## config.mk

```make
export PLATFORM = sky130hd
export DESIGN_NAME = mem_stage_ctrl_flat
export DESIGN_NICKNAME = d
export VERILOG_FILES = /design/src/rtl/mem_stage_ctrl_if.sv /design/src/rtl/mem_stage_ctrl.sv /design/src/flat_wrapper.sv
export SDC_FILE = /design/constraint.sdc
export NUM_CORES = 1
export LEC_CHECK = 0
export CAP_MARGIN = 20
export CORE_AREA = 3 3 177 179
export CTS_CLUSTER_DIAMETER = 150
export DETAILED_ROUTE_END_ITERATION = 12
export DIE_AREA = 0 0 180 182
export HOLD_SLACK_MARGIN = 0.05
export PLACE_DENSITY = 0.82
export SLEW_MARGIN = 20
export SYNTH_ARGS = -nofsm -noshare
export SYNTH_HDL_FRONTEND = slang
export SYNTH_SLANG_ARGS = --single-unit
```

## constraint.sdc

```tcl
create_clock -name clk -period 4.5 [get_ports clk]
set_clock_uncertainty 0.05 [all_clocks]
set_input_delay 0.45 -clock clk [delete_from_list [all_inputs] [get_ports clk]]
set_output_delay 0.45 -clock clk [all_outputs]
set_load 0.02 [all_outputs]
```

## src/rtl/mem_stage_ctrl_if.sv

```systemverilog
// Memory-controller bus of the MEM stage: registered req/ack handshake,
// write data, read data and the watchdog error pulse.
interface mem_stage_ctrl_if #(
    parameter int ADDR_W = 32,
    parameter int DATA_W = 32
);
    logic              mem_req;
    logic              mem_we;
    logic [ADDR_W-1:0] mem_addr;
    logic [DATA_W-1:0] mem_wdata;
    logic              mem_ack;
    logic [DATA_W-1:0] mem_rdata;
    logic              mem_err;

    modport master (
        output mem_req, mem_we, mem_addr, mem_wdata, mem_err,
        input  mem_ack, mem_rdata
    );

    modport slave (
        input  mem_req, mem_we, mem_addr, mem_wdata, mem_err,
        output mem_ack, mem_rdata
    );
endinterface

```

## src/rtl/mem_stage_ctrl.sv

```systemverilog
// MEM stage: posted-write buffer, ordered read FSM, MEMWB register.
// Optional ack watchdog built in when MEM_TIMEOUT_EN is defined.
module mem_stage_ctrl #(
    parameter int DATA_W      = 32,
    parameter int ADDR_W      = 32,
    parameter int REG_W       = 5,
    parameter int WBUF_DEPTH  = 4,
    parameter int TIMEOUT_CYC = 256
) (
    input  logic              clk,
    input  logic              rst_n,
    input  logic              valid_in,
    input  logic              RegWrite_in,
    input  logic              MemToReg_in,
    input  logic              MemRead,
    input  logic              MemWrite,
    input  logic              MemSrc,
    input  logic              call_in,
    input  logic              ret_in,
    input  logic [REG_W-1:0]  DestReg_in,
    input  logic [ADDR_W-1:0] ALU_addr,
    input  logic [ADDR_W-1:0] NON_ALU_addr,
    input  logic [DATA_W-1:0] MemWrite_data,
    output logic              stall_out,
    output logic              valid_out,
    output logic              RegWrite_out,
    output logic              MemToReg_out,
    output logic              ret_out,
    output logic [REG_W-1:0]  DestReg_out,
    output logic [ADDR_W-1:0] ALU_result_out,
    output logic [DATA_W-1:0] MemRead_data,
    mem_stage_ctrl_if.master  bus
);
    localparam int PW = $clog2(WBUF_DEPTH);
    localparam int CW = PW + 1;

    localparam logic [1:0] S_IDLE  = 2'd0;
    localparam logic [1:0] S_RDDRN = 2'd1;
    localparam logic [1:0] S_RDREQ = 2'd2;

    localparam logic [31:0] DEAD_WORD = 32'hDEADBEEF;
    localparam logic [DATA_W-1:0] DEAD_DATA = DATA_W'(DEAD_WORD);

    logic              is_wr, is_rd, full, done, deq;
    logic              rd_done, wr_stall, rd_stall, enq, fire, tmo;
    logic [ADDR_W-1:0] acc_addr;

    logic [ADDR_W-1:0] wb_addr_q [WBUF_DEPTH];
    logic [ADDR_W-1:0] wb_addr_d [WBUF_DEPTH];
    logic [DATA_W-1:0] wb_data_q [WBUF_DEPTH];
    logic [DATA_W-1:0] wb_data_d [WBUF_DEPTH];
    logic [PW-1:0]     wr_ptr_q, wr_ptr_d;
    logic [PW-1:0]     rd_ptr_q, rd_ptr_d;
    logic [CW-1:0]     cnt_q, cnt_d;

    logic [1:0]        state_q, state_d;
    logic              req_q, req_d;
    logic              we_q, we_d;
    logic [ADDR_W-1:0] maddr_q, maddr_d;
    logic [DATA_W-1:0] wdata_q, wdata_d;
    logic [DATA_W-1:0] rdata_q, rdata_d;

    logic              valid_q, valid_d;
    logic              regwr_q, regwr_d;
    logic              m2r_q, m2r_d;
    logic              ret_q, ret_d;
    logic [REG_W-1:0]  dest_q, dest_d;
    logic [ADDR_W-1:0] alu_q, alu_d;

    // A call is a push (write) and always beats a simultaneous ret.
    always_comb begin
        is_wr    = valid_in & (MemWrite | call_in);
        is_rd    = valid_in & (MemRead | ret_in) & ~is_wr;
        acc_addr = (MemSrc | call_in) ? NON_ALU_addr : ALU_addr;
    end

    assign full      = (cnt_q == CW'(WBUF_DEPTH));
    assign done      = req_q & (bus.mem_ack | tmo);
    assign deq       = done & we_q;
    assign rd_done   = done & ~we_q;
    assign wr_stall  = is_wr & full & ~deq;
    assign rd_stall  = is_rd & ~rd_done;
    assign stall_out = wr_stall | rd_stall;
    assign enq       = is_wr & ~wr_stall;
    assign fire      = valid_in & ~stall_out;

    always_comb begin
        wb_addr_d = wb_addr_q;
        wb_data_d = wb_data_q;
        wr_ptr_d  = wr_ptr_q;
        rd_ptr_d  = rd_ptr_q;
        cnt_d     = cnt_q;
        if (enq) begin
            wb_addr_d[wr_ptr_q] = acc_addr;
            wb_data_d[wr_ptr_q] = MemWrite_data;
            wr_ptr_d = wr_ptr_q + 1'b1;
        end
        if (deq) rd_ptr_d = rd_ptr_q + 1'b1;
        if (enq & ~deq) cnt_d = cnt_q + 1'b1;
        if (~enq & deq) cnt_d = cnt_q - 1'b1;
    end

    always_comb begin
        state_d = state_q;
        req_d   = req_q & ~done;
        we_d    = we_q;
        maddr_d = maddr_q;
        wdata_d = wdata_q;
        rdata_d = rdata_q;
        unique case (1'b1)
            state_q == S_IDLE: begin
                if (is_rd)
                    state_d = (cnt_q == '0) ? S_RDREQ : S_RDDRN;
            end
            state_q == S_RDDRN: begin
                if (cnt_q == '0) state_d = S_RDREQ;
            end
            state_q == S_RDREQ: begin
                if (rd_done) begin
                    state_d = S_IDLE;
                    rdata_d = tmo ? DEAD_DATA : bus.mem_rdata;
                end
            end
            default: state_d = S_IDLE;
        endcase
        // Buffered writes always reach memory before the read goes out.
        if (state_d == S_RDREQ && state_q != S_RDREQ) begin
            req_d   = 1'b1;
            we_d    = 1'b0;
            maddr_d = acc_addr;
            wdata_d = '0;
        end else if (state_q != S_RDREQ && !req_q && cnt_q != '0) begin
            req_d   = 1'b1;
            we_d    = 1'b1;
            maddr_d = wb_addr_q[rd_ptr_q];
            wdata_d = wb_data_q[rd_ptr_q];
        end
    end

    always_comb begin
        valid_d = fire;
        regwr_d = regwr_q;
        m2r_d   = m2r_q;
        ret_d   = ret_q;
        dest_d  = dest_q;
        alu_d   = alu_q;
        if (fire) begin
            regwr_d = RegWrite_in;
            m2r_d   = MemToReg_in;
            ret_d   = ret_in;
            dest_d  = DestReg_in;
            alu_d   = ALU_addr;
        end
    end

    always_ff @(posedge clk or negedge rst_n) begin
        if (!rst_n) begin
            wb_addr_q <= '{default: '0};
            wb_data_q <= '{default: '0};
            wr_ptr_q  <= '0;
            rd_ptr_q  <= '0;
            cnt_q     <= '0;
            state_q   <= S_IDLE;
            req_q     <= 1'b0;
            we_q      <= 1'b0;
            maddr_q   <= '0;
            wdata_q   <= '0;
            rdata_q   <= '0;
            valid_q   <= 1'b0;
            regwr_q   <= 1'b0;
            m2r_q     <= 1'b0;
            ret_q     <= 1'b0;
            dest_q    <= '0;
            alu_q     <= '0;
        end else begin
            wb_addr_q <= wb_addr_d;
            wb_data_q <= wb_data_d;
            wr_ptr_q  <= wr_ptr_d;
            rd_ptr_q  <= rd_ptr_d;
            cnt_q     <= cnt_d;
            state_q   <= state_d;
            req_q     <= req_d;
            we_q      <= we_d;
            maddr_q   <= maddr_d;
            wdata_q   <= wdata_d;
            rdata_q   <= rdata_d;
            valid_q   <= valid_d;
            regwr_q   <= regwr_d;
            m2r_q     <= m2r_d;
            ret_q     <= ret_d;
            dest_q    <= dest_d;
            alu_q     <= alu_d;
        end
    end

`ifdef MEM_TIMEOUT_EN
    localparam int TW = $clog2(TIMEOUT_CYC + 1);

    logic [TW-1:0] tmo_cnt_q, tmo_cnt_d;
    logic          err_q, err_d;

    // Counter sits at zero whenever no request is outstanding.
    always_comb begin
        tmo = req_q & ~bus.mem_ack
            & (tmo_cnt_q == TW'(TIMEOUT_CYC - 1));
        tmo_cnt_d = '0;
        if (req_q & ~bus.mem_ack & ~tmo)
            tmo_cnt_d = tmo_cnt_q + 1'b1;
        err_d = tmo;
    end

    always_ff @(posedge clk or negedge rst_n) begin
        if (!rst_n) begin
            tmo_cnt_q <= '0;
            err_q     <= 1'b0;
        end else begin
            tmo_cnt_q <= tmo_cnt_d;
            err_q     <= err_d;
        end
    end

    assign bus.mem_err = err_q;
`else
    assign tmo         = 1'b0;
    assign bus.mem_err = 1'b0;

    // The watchdog limit has no effect without the watchdog.
    if (TIMEOUT_CYC < 1) begin : g_tmo_unused
    end
`endif

    assign bus.mem_req    = req_q;
    assign bus.mem_we     = we_q;
    assign bus.mem_addr   = maddr_q;
    assign bus.mem_wdata  = wdata_q;
    assign valid_out      = valid_q;
    assign RegWrite_out   = regwr_q;
    assign MemToReg_out   = m2r_q;
    assign ret_out        = ret_q;
    assign DestReg_out    = dest_q;
    assign ALU_result_out = alu_q;
    assign MemRead_data   = rdata_q;
endmodule

```

## src/flat_wrapper.sv

```systemverilog
// flat-port wrapper written by rule: the top's interface ports become plain ports
module mem_stage_ctrl_flat 
#(
    parameter int DATA_W      = 32,
    parameter int ADDR_W      = 32,
    parameter int REG_W       = 5,
    parameter int WBUF_DEPTH  = 4,
    parameter int TIMEOUT_CYC = 256
)
  (clk, rst_n, valid_in, RegWrite_in, MemToReg_in, MemRead, MemWrite, MemSrc, call_in, ret_in, DestReg_in, ALU_addr, NON_ALU_addr, MemWrite_data, stall_out, valid_out, RegWrite_out, MemToReg_out, ret_out, DestReg_out, ALU_result_out, MemRead_data, bus_mem_req, bus_mem_we, bus_mem_addr, bus_mem_wdata, bus_mem_err, bus_mem_ack, bus_mem_rdata);
  mem_stage_ctrl_if #(.ADDR_W(ADDR_W), .DATA_W(DATA_W)) bus_i ();
  input  logic clk;
  input  logic rst_n;
  input  logic valid_in;
  input  logic RegWrite_in;
  input  logic MemToReg_in;
  input  logic MemRead;
  input  logic MemWrite;
  input  logic MemSrc;
  input  logic call_in;
  input  logic ret_in;
  input  logic [REG_W-1:0] DestReg_in;
  input  logic [ADDR_W-1:0] ALU_addr;
  input  logic [ADDR_W-1:0] NON_ALU_addr;
  input  logic [DATA_W-1:0] MemWrite_data;
  output logic stall_out;
  output logic valid_out;
  output logic RegWrite_out;
  output logic MemToReg_out;
  output logic ret_out;
  output logic [REG_W-1:0] DestReg_out;
  output logic [ADDR_W-1:0] ALU_result_out;
  output logic [DATA_W-1:0] MemRead_data;
  output wire logic [$bits(bus_i.mem_req)-1:0] bus_mem_req;
  output wire logic [$bits(bus_i.mem_we)-1:0] bus_mem_we;
  output wire logic [$bits(bus_i.mem_addr)-1:0] bus_mem_addr;
  output wire logic [$bits(bus_i.mem_wdata)-1:0] bus_mem_wdata;
  output wire logic [$bits(bus_i.mem_err)-1:0] bus_mem_err;
  input wire logic [$bits(bus_i.mem_ack)-1:0] bus_mem_ack;
  input wire logic [$bits(bus_i.mem_rdata)-1:0] bus_mem_rdata;
  assign bus_mem_req = bus_i.mem_req;
  assign bus_mem_we = bus_i.mem_we;
  assign bus_mem_addr = bus_i.mem_addr;
  assign bus_mem_wdata = bus_i.mem_wdata;
  assign bus_mem_err = bus_i.mem_err;
  assign bus_i.mem_ack = bus_mem_ack;
  assign bus_i.mem_rdata = bus_mem_rdata;
  mem_stage_ctrl #(.DATA_W(DATA_W), .ADDR_W(ADDR_W), .REG_W(REG_W), .WBUF_DEPTH(WBUF_DEPTH), .TIMEOUT_CYC(TIMEOUT_CYC)) u_core (.clk(clk), .rst_n(rst_n), .valid_in(valid_in), .RegWrite_in(RegWrite_in), .MemToReg_in(MemToReg_in), .MemRead(MemRead), .MemWrite(MemWrite), .MemSrc(MemSrc), .call_in(call_in), .ret_in(ret_in), .DestReg_in(DestReg_in), .ALU_addr(ALU_addr), .NON_ALU_addr(NON_ALU_addr), .MemWrite_data(MemWrite_data), .stall_out(stall_out), .valid_out(valid_out), .RegWrite_out(RegWrite_out), .MemToReg_out(MemToReg_out), .ret_out(ret_out), .DestReg_out(DestReg_out), .ALU_result_out(ALU_result_out), .MemRead_data(MemRead_data), .bus(bus_i));
endmodule
```

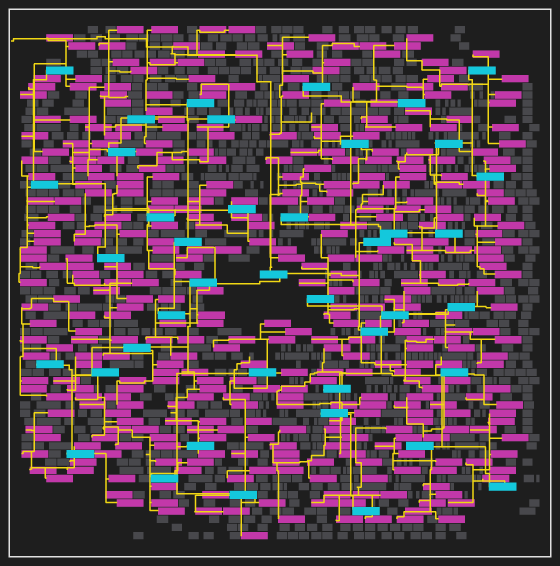
run_1/clock_wires.png
(3 px per um)
Key: cyan = clock-net drivers [count 41]; magenta = flip-flops [count 404]; yellow = clock wires [length 4450 um]
Position of the flops: spread over the die. There are 42 routed clock nets.

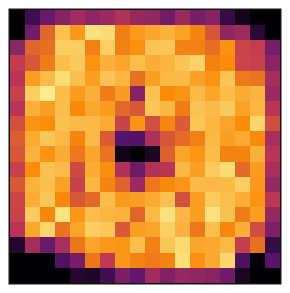
run_1/util_map.png
(1.5 px per um) The die is cut into 18 by 18 equal tiles; black is low, pale yellow is high, 0 to 100% covered.
4.9% of the tiles are nearly empty. 49% of the tiles are over 75% full. The mean over all tiles is 64%. The fullest tile reaches 96%.

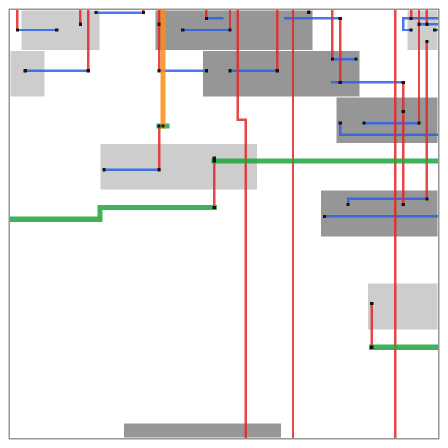
run_1/closeup.png
Window x 78 to 103, y 78 to 103 um. Cells in gray, sequential cells in the stronger gray; small squares are vias.
Key: orange = M4; red = M2; green = M3; blue = M1
Sequential cells in the window: 4. 7 logic cells have their middle in the window. Most frequent: dfrtp_1 (4). Netlist names of flops here include u_core.wb_addr_q (4).

==> qor.csv, run 1 <==
stage;metric;value;unit
status;status;complete, no violations;
setup_path;Max FO, Critical Path;6;
setup_path;critical path launch point type;flop;
cts;postcts setup bufs;0;
placement;count of input and output buffers;283;
cells_and_area;layout cells sized above 1;23.3;%
cts;CTS max path bufs;3;
power_and_ir_drop;leak pwr;9.52;nW
detailed_routing;Pre-antenna DRT Iters;5;
final_timing;final setup fails;0;
synth;syn_area_per_cell;13.8;um2
synth;Dominant Register Cell;dfrtp_1;
global_route;first-pass GRT wire length;64.0;mm
cts;# resized after CTS;0;
synth;Chip Area, Yosys;17000;um2
detailed_routing;WL met3;2.12;mm
power_and_ir_drop;VDD IR max;0.464;mV
detailed_routing;starting DRC count in detailed routing;803;
cells_and_area;Layout area overhead;26.8;%
final_timing;Max Clk Rate;326;MHz
setup_path;Largest stage delay, worst path;0.62;ns
synth;register share after synthesis;59.5;%
synth;top cell type's share of synthesized area;59.5;%
cells_and_area;post-layout util;72.5;%
placement;gpl congestion;0.728;
worst_hold_path;Hold Path Class;flop to flop;
final_timing;Final min period;3.07;ns
setup_path;Crit Path Class;flop to output pin;
global_route;GRT Util Overall;24.1;%
cells_and_area;n_diodes;0;
cts;hold buffers post-CTS;1;
final_timing;crit share post-route;68.3;%
die;Die Ht;182;um
setup_path;Data required, critical path;4.00;ns
die;chip width;180;um
detailed_routing;Met2 Routed Length;20.4;mm
final_timing;RSZ-0062 raised after global routing;false;
final_timing;max-slew violation count;0;
cells_and_area;Final nets;1647;
detailed_routing;Routed Antenna Nets;0;
synth;Cell area leaders;dfrtp_1 59%, mux2_2 13%, mux4_2 8.5%, o21ai_0 3.9%, nand2_1 2.9%;
job;max_cap viols;0;
setup_path;Max stage delay cell, worst path;clkdlybuf4s50_1;
synth;# Cells Yosys;1231;
cells_and_area;FILL cells;1976;
die;cell row count;63;
cts;Sink Count;404;
setup_path;Worst Setup End Kind;output pin;
[run 1: per-stage QoR]
step | power, mW | area, um2 | std cells
CTS | 15.7 | 21500 | 1916
global route | 16.4 | 21500 | 1916
floorplan | 10.1 | 17000 | 1231
detailed placement | 12.3 | 20200 | 1843
global placement | 12.0 | 20200 | 1843
finish | 15.6 | 21500 | 1916
[run 1: synth_stat cells (5+ instances only)]
cell type and count:
nor2_1 8, and2_1 32, mux4_2 64, clkbuf_1 42
a221o_1 32, mux2_2 196, buf_2 35, mux2_1 5
a22o_1 32, mux2i_1 33, o21ai_0 133, ha_1 5
inv_1 41, nand2_1 131, dfrtp_1 404
[run 1: area by class of cell]
| cell class | count | area [um2] | share of cell area [%] |
|---|---|---|---|
| Multi-Input combinational cell | 701 | 6360 | 29.5 |
| Clock buffer | 65 | 1270 | 5.88 |
| Inverter | 41 | 154 | 0.714 |
| Timing Repair Buffer | 308 | 3080 | 14.3 |
| Sequential cell | 404 | 10100 | 46.9 |
| Tap cell | 390 | 488 | 2.26 |
| Clock inverter | 7 | 87.6 | 0.406 |
[run 1: path summary, 6_finish.rpt]
path / from / end / slack (ns) / cells after the start
worst min register to register: u_core.wb_addr_q[127]$_DFFE_PN0P_ / u_core.wb_addr_q[127]$_DFFE_PN0P_ / 0.43 / 2
min in group asynchronous: rst_n / u_core.wb_addr_q[44]$_DFFE_PN0P_ / 0.52 / 2
max in group asynchronous: rst_n / u_core.ret_out$_DFFE_PN0P_ / 2.85 / 3
worst max-delay path: u_core.cnt_q[0]$_DFFE_PN0P_ / stall_out / 1.43 / 4
worst max register to register: u_core.cnt_q[0]$_DFFE_PN0P_ / u_core.cnt_q[2]$_DFFE_PN0P_ / 1.82 / 8
worst min-delay path: u_core.wb_addr_q[127]$_DFFE_PN0P_ / u_core.wb_addr_q[127]$_DFFE_PN0P_ / 0.43 / 2
[run 1: where the power goes]
group / internal, mW / switching [mW]
logic: 3.22 / 2.64
registers: 5.26 / 1.06
clock network: 2.03 / 1.34
[run 1: state kept, by name, summed over array words and instances (netlist names), 3 cells and up]
name                   cells
u_core.wb_addr_q         128
u_core.wb_data_q         128
u_core.ALU_result_out     32
u_core.MemRead_data       32
u_core.bus.mem_addr       32
u_core.bus.mem_wdata      32
u_core.DestReg_out         5
u_core.cnt_q               3
[run 1: logic make-up (layout without fill, tap and decap cells)]
kind of cell	Yosys count	count (layout)	synth area share [%]
AOI/OAI and AO/OA	209	209	8.08
DFF	404	404	59.5
and+or+nand+nor	181	181	4.62
other	1	1	0.0221
buffers and inverters	126	421	3.24
adders and majority gates	6	6	0.486
muxes	298	298	23.7
xor gates and xnor gates	6	6	0.309
[run 1: placed cells by master, fill, tap and decap left out, types with 5 or more instances in the layout]
master	n
o21ai_0	132
mux2_2	196
a22o_1	32
nand2_1	131
a221o_1	32
mux2i_1	33
inv_1	41
mux4_2	64
mux2_1	5
nor2_1	7
clkbuf_1	9
ha_1	5
clkbuf_8	15
clkdlybuf4s50_1	282
and2_1	32
clkbuf_16	41
dfrtp_1	402
buf_4	20
[run 1: layer usage]
metal  vias to the layer above  track usage, %
li1                       4942               -
met1                      5661            30.8
met2                       265            42.6
met3                        67            4.89
met4                         0            5.60
met5                         -               0
run_1/class_map.png
(2 px per um) Fill, decap, tap and diode cells in gray.
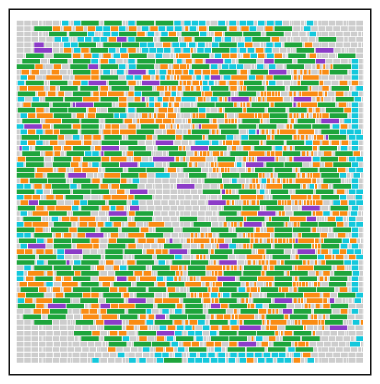

==> run 2: changes to the inputs <==
- CORE_AREA: 3 3 177 179 -> 3 3 193 195
- DIE_AREA: 0 0 180 182 -> 0 0 196 198
- PLACE_DENSITY: 0.82 -> 0.73
- clock period: 4.5 -> 2.58 ns (I/O delays scaled with it)
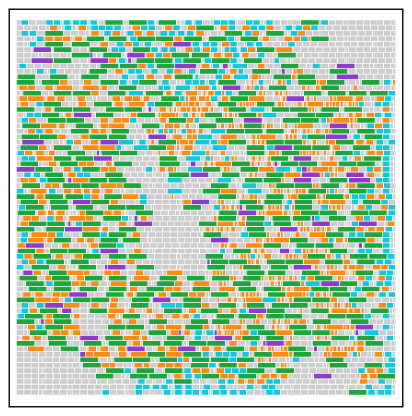
run_2/class_map.png
(2 px per um) Fill, decap, tap and diode cells in gray.
Key: cyan = remaining buffers and delay cells [cells 347]; orange = remaining logic cells [cells 742]; green = registers [cells 404]; purple = clock drivers and dummy loads [cells 78]

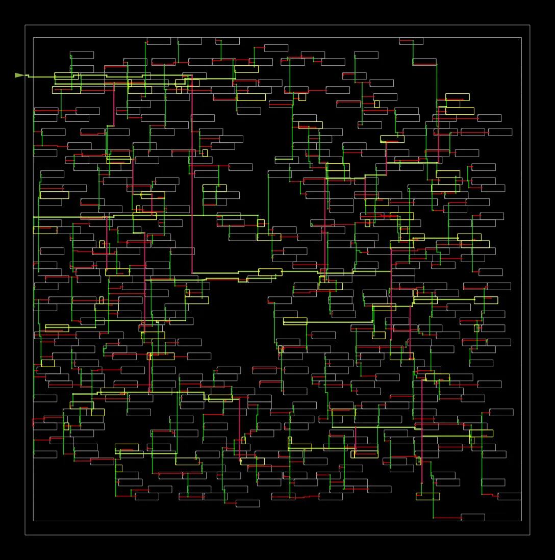
run_2/clock_nets.png
Clock buffer cells: 57
Flops: 404
Sink Count: 404
Clk power: 6.38 mW

==> qor.csv, run 2 <==
stage;metric;value;unit
status;status;complete, no violations;
synth;Chip Area, Yosys;17000;um2
final_timing;final setup fails;0;
cells_and_area;dominant logic cell type in the layout;dfrtp_1;
detailed_routing;starting DRC count in detailed routing;594;
setup_path;critical path launch point type;flop;
placement;gpl congestion;0.734;
final_timing;max-slew violation count;0;
synth;Cell area leaders;dfrtp_1 59%, mux2_2 13%, mux4_2 8.5%, o21ai_0 3.9%, nand2_1 2.9%;
setup_path;Max FO, Critical Path;6;
power_and_ir_drop;sw power;9.02;mW
synth;most frequent cells after synthesis;404 x dfrtp_1, 196 x mux2_2, 133 x o21ai_0;
final_timing;crit share post-route;92.5;%
cts;Root Driver;clkbuf_16;
synth;syn_area_per_cell;13.8;um2
cells_and_area;post-layout util;62.7;%
power_and_ir_drop;cell-internal power;19.0;mW
cells_and_area;leading registers by flop count;u_core.wb_addr_q: 128 flops, u_core.wb_data_q: 128 flops;
detailed_routing;Pre-antenna DRT Iters;5;
power_and_ir_drop;Comb pwr share;38.6;%
power_and_ir_drop;leak pwr;9.87;nW
synth;# Cells Yosys;1231;
setup_path;Max stage delay cell, worst path;or3b_1;
placement;count of input and output buffers;283;
job;max_cap viols;0;
power_and_ir_drop;switching portion of total power;32.2;%
synth;register share after synthesis;59.5;%
cells_and_area;layout cells sized above 1;25.6;%
cells_and_area;n_diodes;0;
cells_and_area;Top cells excl fill/tap;402 x dfrtp_1, 281 x clkdlybuf4s50_1, 196 x mux2_2, 131 x nand2_1, 131 x o21ai_0;
synth;top-count cell post-synth;dfrtp_1;
final_timing;WHS;0.184;ns
cts;postcts setup bufs;0;
placement;detailed-placement wirelength estimate;26.2;mm
cts;CTS max path bufs;3;
power_and_ir_drop;share of power burned in the clock network;22.8;%
worst_hold_path;Hold Path Class;primary input to async pin;
power_and_ir_drop;Total Power;28.0;mW
final_timing;Final min period;2.39;ns
setup_path;Data required, critical path;2.27;ns
setup_path;Worst Setup End Kind;output pin;
cells_and_area;Final nets;1689;
final_timing;Max Clk Rate;419;MHz
setup_path;Largest stage delay, worst path;0.46;ns
cells_and_area;Layout area overhead;31.3;%
setup_path;Crit Path Class;flop to output pin;
final_timing;Slew headroom;43.2;%
synth;top cell type's share of synthesized area;59.5;%
power_and_ir_drop;VDD IR max;0.868;mV
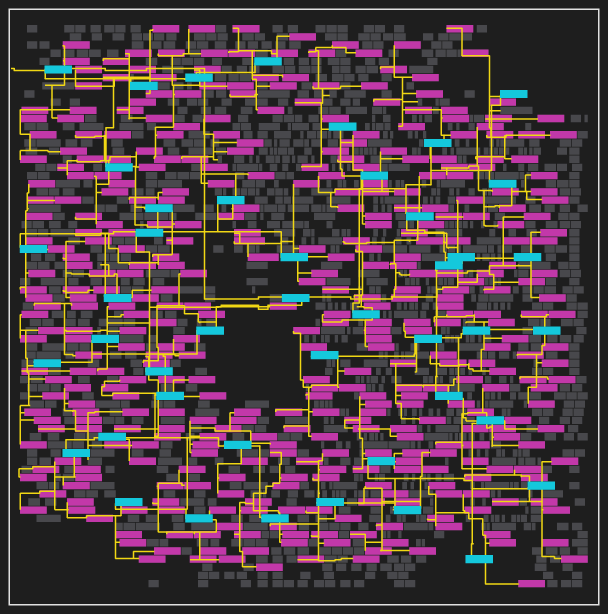
run_2/clock_wires.png
(3 px per um)
Key: cyan = clock-net drivers [count 44]; magenta = flip-flops [count 404]; yellow = clock wires [length 4920 um]
There are 45 routed clock nets. Position of the flops: spread over the die.

run 2: netlist changes by cell type in the layout (fill, tap and decap cells not counted):
cell,change
bufinv_16,+4
buf_4,+18
clkinv_2,+7
clkbuf_16,+4
buf_12,+21
o21ai_1,+1
clkinvlp_4,+3
o21ai_0,-1
dfrtp_4,+1
clkdlybuf4s50_1,-1
dfrtp_2,-1
clkbuf_8,-12
clkbuf_2,+1
run 2: stage by stage:
step | std cells | instance area [um2]
floorplan | 1231 | 17000
global placement | 1953 | 20800
detailed placement | 1953 | 20800
CTS | 2032 | 22300
global route | 2032 | 22300
finish | 2032 | 22300
run 2: cells by family after synthesis:
logic type	count (synthesis)	share of synthesized area [%]
compound gates	209	8.08
flops	404	59.5
mux	298	23.7
other cells	1	0.0221
simple gates	181	4.62
xor+xnor	6	0.309
fa+ha+maj	6	0.486
buf+inv	126	3.24
run 2: area by class of cell:
type | count | area, um2
fillers | 2762 | 13300
flip-flops and latches | 404 | 10100
multi-input cells | 701 | 6360
repair buffers | 347 | 3630
clock buffers | 57 | 1200
well taps | 461 | 577
clock inverters | 21 | 265
inverters | 41 | 154
run 2: power groups by stage:
stage | registers (mW) | logic [mW] | clock network, mW
global route | 11.2 | 11.7 | 6.79
global placement | 10.8 | 10.6 | 0
finish | 10.8 | 10.8 | 6.38
CTS | 10.8 | 11.0 | 6.53
detailed placement | 10.9 | 10.9 | 0
floorplan | 11.3 | 6.29 | 0
run 2: per-layer routing:
layer  track usage (%)  vias to the layer above  part of all wire (%)
met3              5.12                       52                   6.3
met1              26.9                     5668                    41
met2              37.0                      251                    51
met4              4.52                        4                   1.6
met5                 0                        -                 0.068
li1                  -                     5035                     -
run 2: worst paths after layout:
kind,startpoint,end,slack [ns],cells past startpoint
worst max register to register,u_core.cnt_q[1]$_DFFE_PN0P_,u_core.cnt_q[2]$_DFFE_PN0P_,0.23,8
max in group asynchronous,rst_n,u_core.MemRead_data[23]$_DFFE_PN0P_,1.42,4
worst min register to register,u_core.wb_addr_q[41]$_DFFE_PN0P_,u_core.wb_addr_q[41]$_DFFE_PN0P_,0.42,2
min in group clk,DestReg_in[1],u_core.DestReg_out[1]$_DFFE_PN0P_,0.27,2
worst min-delay path,rst_n,u_core.ALU_result_out[10]$_DFFE_PN0P_,0.18,2
worst max-delay path,u_core.cnt_q[1]$_DFFE_PN0P_,stall_out,0.19,4
run 2: timing repair:
action	in CTS	in global routing
hold buffers	1	0
resized	2	2
setup endpoints to repair	1	2
endpoints found under the hold margin	178	0
Power is estimated from default activity; no workload was simulated.
